<file path="src/rtl/neuron_pkg.sv">
// Shared definitions for neuron datapath blocks: activation encodings, FSM
// state encoding and the shift/activation/saturation output function.
package neuron_pkg;

    localparam logic [1:0] ACT_LINEAR = 2'd0;
    localparam logic [1:0] ACT_RELU   = 2'd1;
    localparam logic [1:0] ACT_STEP   = 2'd2;

    localparam logic [1:0] ST_IDLE  = 2'd0;
    localparam logic [1:0] ST_ACCUM = 2'd1;
    localparam logic [1:0] ST_DRAIN = 2'd2;
    localparam logic [1:0] ST_OUT   = 2'd3;

    // Arithmetic shift, activation, then clamp to the signed dw-bit range.
    // Code 3 falls through as linear.
    function automatic logic signed [63:0] act_sat(
        input logic signed [63:0] acc,
        input logic [7:0]         shift,
        input logic [1:0]         mode,
        input int unsigned        dw
    );
        logic signed [63:0] r;
        logic signed [63:0] max_v;
        logic signed [63:0] min_v;
        r = acc >>> shift;
        if (mode == ACT_RELU && r < 64'sd0) begin
            r = 64'sd0;
        end else if (mode == ACT_STEP) begin
            r = (r > 64'sd0) ? 64'sd1 : 64'sd0;
        end
        max_v = (64'sd1 <<< (dw - 1)) - 64'sd1;
        min_v = -max_v - 64'sd1;
        if (r > max_v) begin
            r = max_v;
        end else if (r < min_v) begin
            r = min_v;
        end
        return r;
    endfunction

endpackage

</file>
<file path="src/rtl/neuron_lane.sv">
// One neuron lane: registered product, wrapping accumulator seeded with the
// bias, and the output register loaded on entry to the output state.
module neuron_lane
    import neuron_pkg::*;
#(
    parameter int DW   = 8,
    parameter int WW   = 8,
    parameter int ACCW = 24,
    parameter int SHW  = 4
) (
    input  logic                   clk,
    input  logic                   rst,
    input  logic                   load,
    input  logic signed [ACCW-1:0] bias,
    input  logic                   beat,
    input  logic signed [DW-1:0]   in_data,
    input  logic signed [WW-1:0]   weight,
    input  logic                   capture,
    input  logic [SHW-1:0]         shift,
    input  logic [1:0]             act_mode,
    output logic [DW-1:0]          out_data
);

    logic signed [DW+WW-1:0] prod_reg;
    logic                    prod_valid_reg;
    logic signed [ACCW-1:0]  acc_reg;
    logic [DW-1:0]           out_reg;

    always_ff @(posedge clk) begin
        if (rst) begin
            prod_reg       <= '0;
            prod_valid_reg <= 1'b0;
            acc_reg        <= '0;
            out_reg        <= '0;
        end else begin
            prod_valid_reg <= beat;
            if (beat) begin
                prod_reg <= in_data * weight;
            end
            // load and prod_valid_reg never coincide: no beat is in flight in IDLE
            if (load) begin
                acc_reg <= bias;
            end else if (prod_valid_reg) begin
                acc_reg <= acc_reg + ACCW'(prod_reg);
            end
            if (capture) begin
                out_reg <= DW'(act_sat(64'(acc_reg), 8'(shift), act_mode, DW));
            end
        end
    end

    assign out_data = out_reg;

endmodule

</file>
<file path="src/rtl/neuron_pe.sv">
// Multi-lane neuron processing element: one broadcast activation stream,
// LANES weight streams, valid/ready handshakes on both sides.
module neuron_pe
    import neuron_pkg::*;
#(
    parameter int DW    = 8,
    parameter int WW    = 8,
    parameter int LANES = 4,
    parameter int ACCW  = 24,
    parameter int NW    = 16,
    parameter int SHW   = 4
) (
    input  logic                    clk,
    input  logic                    rst,
    input  logic                    start,
    input  logic [NW-1:0]           n_len,
    input  logic [SHW-1:0]          shift,
    input  logic [1:0]              act_mode,
    input  logic [LANES*ACCW-1:0]   bias,
    input  logic                    in_valid,
    output logic                    in_ready,
    input  logic [DW-1:0]           in_data,
    input  logic [LANES*WW-1:0]     weight,
    output logic                    out_valid,
    input  logic                    out_ready,
    output logic [LANES*DW-1:0]     out_data,
    output logic                    busy
);

    logic [1:0]     state_reg;
    logic [1:0]     state_next;
    logic [NW-1:0]  cnt_reg;
    logic [NW-1:0]  len_reg;
    logic [SHW-1:0] shift_reg;
    logic [1:0]     mode_reg;
    logic           drain_reg;

    logic accept_start;
    logic beat;
    logic last_beat;
    logic capture;

    assign accept_start = (state_reg == ST_IDLE) && start;
    assign beat         = (state_reg == ST_ACCUM) && in_valid;
    assign last_beat    = beat && (({1'b0, cnt_reg} + (NW+1)'(1)) == {1'b0, len_reg});
    // Second DRAIN cycle: the last product has reached the accumulator
    assign capture      = (state_reg == ST_DRAIN) && drain_reg;

    assign in_ready  = (state_reg == ST_ACCUM);
    assign out_valid = (state_reg == ST_OUT);
    assign busy      = (state_reg != ST_IDLE);

    always_comb begin
        state_next = state_reg;
        case (state_reg)
            ST_IDLE:  if (start)     state_next = (n_len == '0) ? ST_DRAIN : ST_ACCUM;
            ST_ACCUM: if (last_beat) state_next = ST_DRAIN;
            ST_DRAIN: if (drain_reg) state_next = ST_OUT;
            ST_OUT:   if (out_ready) state_next = ST_IDLE;
            default:                 state_next = ST_IDLE;
        endcase
    end

    always_ff @(posedge clk) begin
        if (rst) begin
            state_reg <= ST_IDLE;
            cnt_reg   <= '0;
            len_reg   <= '0;
            shift_reg <= '0;
            mode_reg  <= '0;
            drain_reg <= 1'b0;
        end else begin
            state_reg <= state_next;
            if (accept_start) begin
                len_reg   <= n_len;
                shift_reg <= shift;
                mode_reg  <= act_mode;
                cnt_reg   <= '0;
                drain_reg <= 1'b0;
            end else begin
                if (beat) begin
                    cnt_reg <= cnt_reg + NW'(1);
                end
                if (state_reg == ST_DRAIN) begin
                    drain_reg <= ~drain_reg;
                end
            end
        end
    end

    generate
        for (genvar gi = 0; gi < LANES; gi++) begin : g_lane
            neuron_lane #(
                .DW   (DW),
                .WW   (WW),
                .ACCW (ACCW),
                .SHW  (SHW)
            ) u_lane (
                .clk      (clk),
                .rst      (rst),
                .load     (accept_start),
                .bias     (bias[gi*ACCW +: ACCW]),
                .beat     (beat),
                .in_data  (in_data),
                .weight   (weight[gi*WW +: WW]),
                .capture  (capture),
                .shift    (shift_reg),
                .act_mode (mode_reg),
                .out_data (out_data[gi*DW +: DW])
            );
        end
    endgenerate

endmodule

</file>
<file path="config.mk">
export PLATFORM = sky130hd
export DESIGN_NAME = neuron_pe
export DESIGN_NICKNAME = d
export VERILOG_FILES = /design/src/rtl/neuron_pkg.sv /design/src/rtl/neuron_lane.sv /design/src/rtl/neuron_pe.sv
export SDC_FILE = /design/constraint.sdc
export NUM_CORES = 2
export LEC_CHECK = 0
export ABC_CLOCK_PERIOD_IN_PS = 5000
export CELL_PAD_IN_SITES_DETAIL_PLACEMENT = 2
export CELL_PAD_IN_SITES_GLOBAL_PLACEMENT = 2
export CORE_UTILIZATION = 34
export DETAILED_ROUTE_END_ITERATION = 16
export PLACE_DENSITY = 0.84
export SETUP_SLACK_MARGIN = 0.15
export SLEW_MARGIN = 15
export SYNTH_ARGS = -nofsm -noshare
export SYNTH_HDL_FRONTEND = slang
export SYNTH_SLANG_ARGS = --single-unit
</file>
<file path="constraint.sdc">
create_clock -name clk -period 5 [get_ports clk]
set_input_delay 0.75 -clock clk [delete_from_list [all_inputs] [get_ports clk]]
set_output_delay 0.75 -clock clk [all_outputs]
set_load 0.03 [all_outputs]
</file>
==> qor.csv <==
metric,value,unit
Max Fanout on Critical Path,7,
"Cell Count, Final, Fillers Out",4837,
slack of the critical path,-200.4,ps
non-clk buf share,11.89,%
"Seq share, synth",16.58,%
register area,4701,um^2
timing endpoint of the critical path,g_lane[0].u_lane.prod_reg[13],
Synth area leader,dfxtp_1,
global-route wire length before repair,187500,um
Gate Area,22100,um^2
final core utilization,42.25,%
cell row count,105,
outcome,finished with violations,
"Design Area, Final",34690,um^2
Worst R2R Path Depth,13,
Final min period,5200,ps
fin crit share,104.0,%
Max VDD drop,0.3050,mV
type of origin of the critical path,input port,
gpl congestion,0.8827,
post-route setup TNS,-631.8,ps
number of top-level pins,198,
Crit. End Element,flip-flop,
fmax,192.3,MHz
Mapped Cells,3434,
Min-Delay Path Depth,2,
CORE AREA,82110,um^2
Critical Path RT,5480,ps
Syn Area/Cell,8.228,um^2
GRT overflow,0,
initial antenna violation count,8,
routed len/inst,26.95,um
Ys Warns,0,
Synth area leaders,"dfxtp_1 17%, fa_1 16%, ha_1 9.5%",
Post-CTS Setup Inserts,24,
Adder Area Share,25.35,%
starting DRC count in detailed routing,1661,
Area after DPL,32540,um^2
yosys simple share,18.21,%
combinational share of cell area,63.70,%
tool warnings,32,
Detailed Place HPWL,86650,um
Die X,290.3,um
Initial DRT Pass Iterations,5,
r2r endpoint,g_lane[2].u_lane.acc_reg[22],
max reg flops,96,
critical path type,in -> reg,
fraction of area in registers,13.55,%
hold_ws,459.3,ps
largest class,multi-input combinational cells,
Cell Type Count,86,
largest net degree at the start of global routing,88,
Worst R2R Start,g_lane[2].u_lane.acc_reg[0],
final setup violation count,5,
worst slew pin tran,1429,ps
critical-path cell list,"buf_6, buf_12, buf_4, nand2_1, fa_2, fa_2, fa_1, fa_1, inv_2, ha_4, inv_1, o21ai_1, a21oi_2, nand2b_4, a21boi_2, o31a_1, or3_1, a31o_2",
cells in synth_stat.txt,3434,
Layout fillers,8979,
clock-cell share of area,2.813,%
RSZ-0062 raised after global routing,yes,
Synth top cell by count,nand2_1,
Top cell area share,16.58,%
top cells by count,"387 x nand2_1, 375 x inv_1, 273 x a21oi_1",
critical path's slowest cell,fa_2,
violated checks,negative setup slack,
NumNets Final,4337,
synth-to-layout area growth,22.78,%
vias in the first global route,31233,
Top delay family on crit path,adder cells,
"Hold Vio Cnt, Final",0,
Comb gates,2644,
Die Y,290.3,um
placed insts,4725,
Synthesized registers,234,
Setup WS pre-CTS,-1120,ps
Leak,14.84,nW
CP Launch Point,in_data[2],
Slew Limit Fails,0,
Resized cells post-CTS,152,
Initial Util,34.41,%
synthesis area per yosys,28260,um^2
"Net Count, Synth",4035,
Routed Antenna Nets,0,
Complex Gates by Area,16.31,%
H-tree depth,1,
r2r setup slk,990,ps
I/O Buffers,197,
final wirelength,130400,um
CP max stage delay,690,ps
"Power, Total",16.96,mW
WP buf/inv,5,
DRC,0,
Worst EP arrival,5680,ps
DR vias/cell,5.742,
predominant post-synthesis flop cell,dfxtp_1,
Relative slew margins,4.386,%
CTS tree,built,
share of layout cells above drive strength 1,15.54,%
gr usage total,28.45,%
clock-pin slew on the worst setup and hold paths,70,ps
antenna diode count,10,
PD cells,488.8,nW/um^2
yosys xor share,4.743,%
maximum buffer depth of the clock tree,3,
CTS Hold Bufs,0,
n_taps,1070,
Crit path depth,18,
max cap viols,0,
Post-Syn Area,28260,um^2
routed vias,27774,
invs w/o clock,380,
Hold EP,g_lane[0].u_lane.prod_reg[9],
Non-Clock Buffer Count,446,
HP Class,reg -> reg,
Post-synth ARST share,0,%
comb area leader,adder cells,
## metal layers
layer | vias up | wire length, um | global-route usage [%]
met1 | 14093 | 52240 | 34.26
li1 | 12345 | - | -
met3 | 427 | 5313 | 2.776
met5 | - | 0 | 0
met2 | 909 | 63620 | 49.81
met4 | 0 | 9201 | 15.46
## power by group
| group | internal [mW] | switching [mW] |
|---|---|---|
| logic | 4.99 | 6.75 |
| registers | 2.25 | 0.736 |
| clock network | 1.27 | 0.964 |
| total | 8.51 | 8.45 |
## layout by cell type, fill, tap and decap left out, types with 74 or more instances in the layout
master / n
mux2i_1: 172
nand2_1: 381
and2_1: 162
o21ai_0: 150
fa_1: 208
xnor2_1: 110
inv_1: 354
nor2_1: 218
a211oi_1: 74
clkdlybuf4s50_1: 156
ha_1: 188
buf_4: 225
dfxtp_1: 229
a21oi_1: 260
Figure 1. Clock network drawn from the DEF.
Scale: 1.5 px per um.
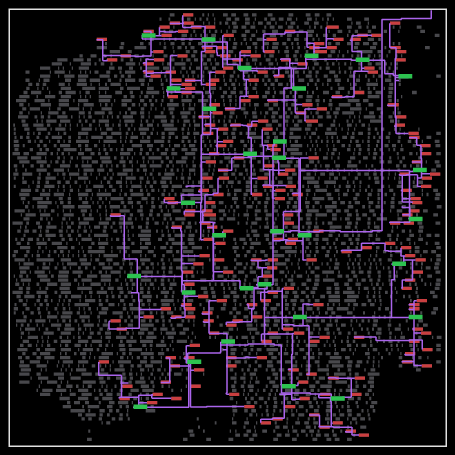
[purple] clock wires | length: 4,480 um
[red] flip-flops | count: 234
[green] clock-net drivers | count: 30
routed clock nets	31
clk_lat worst skew: 610 ps
clock network fraction of total power: 13.2%
worst-case clock skew: 32.14 ps
Clock Power: 2.24 mW

Figure 2. Met3 routing.
Scale: 1 px per um.
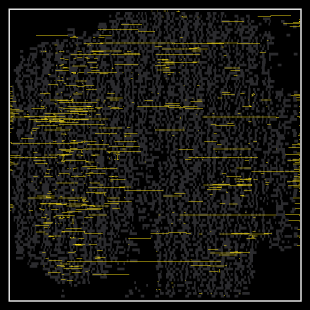
main direction	horizontal
wire length on this layer	5,310 um

Figure 3. Clock routing.
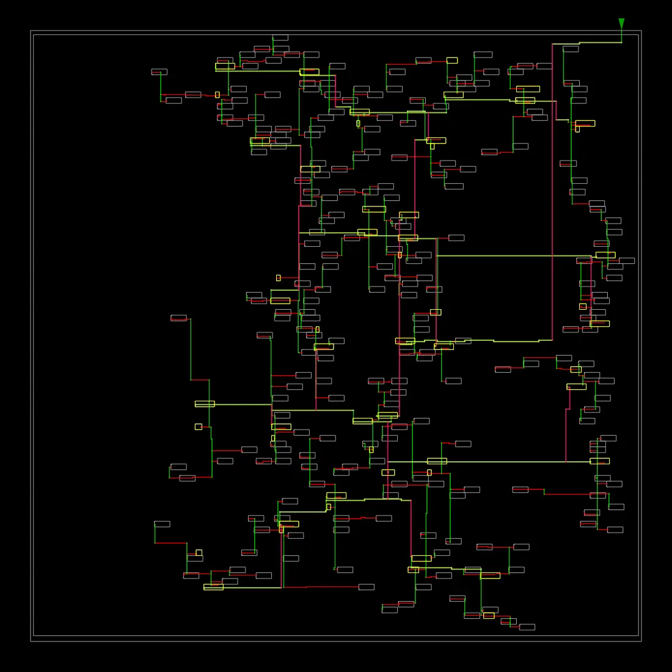
flip-flops: 234
clock sink count: 234
CTS Buf Count: 30
clock buffers: 39

Power and IR drop assume default switching activity.
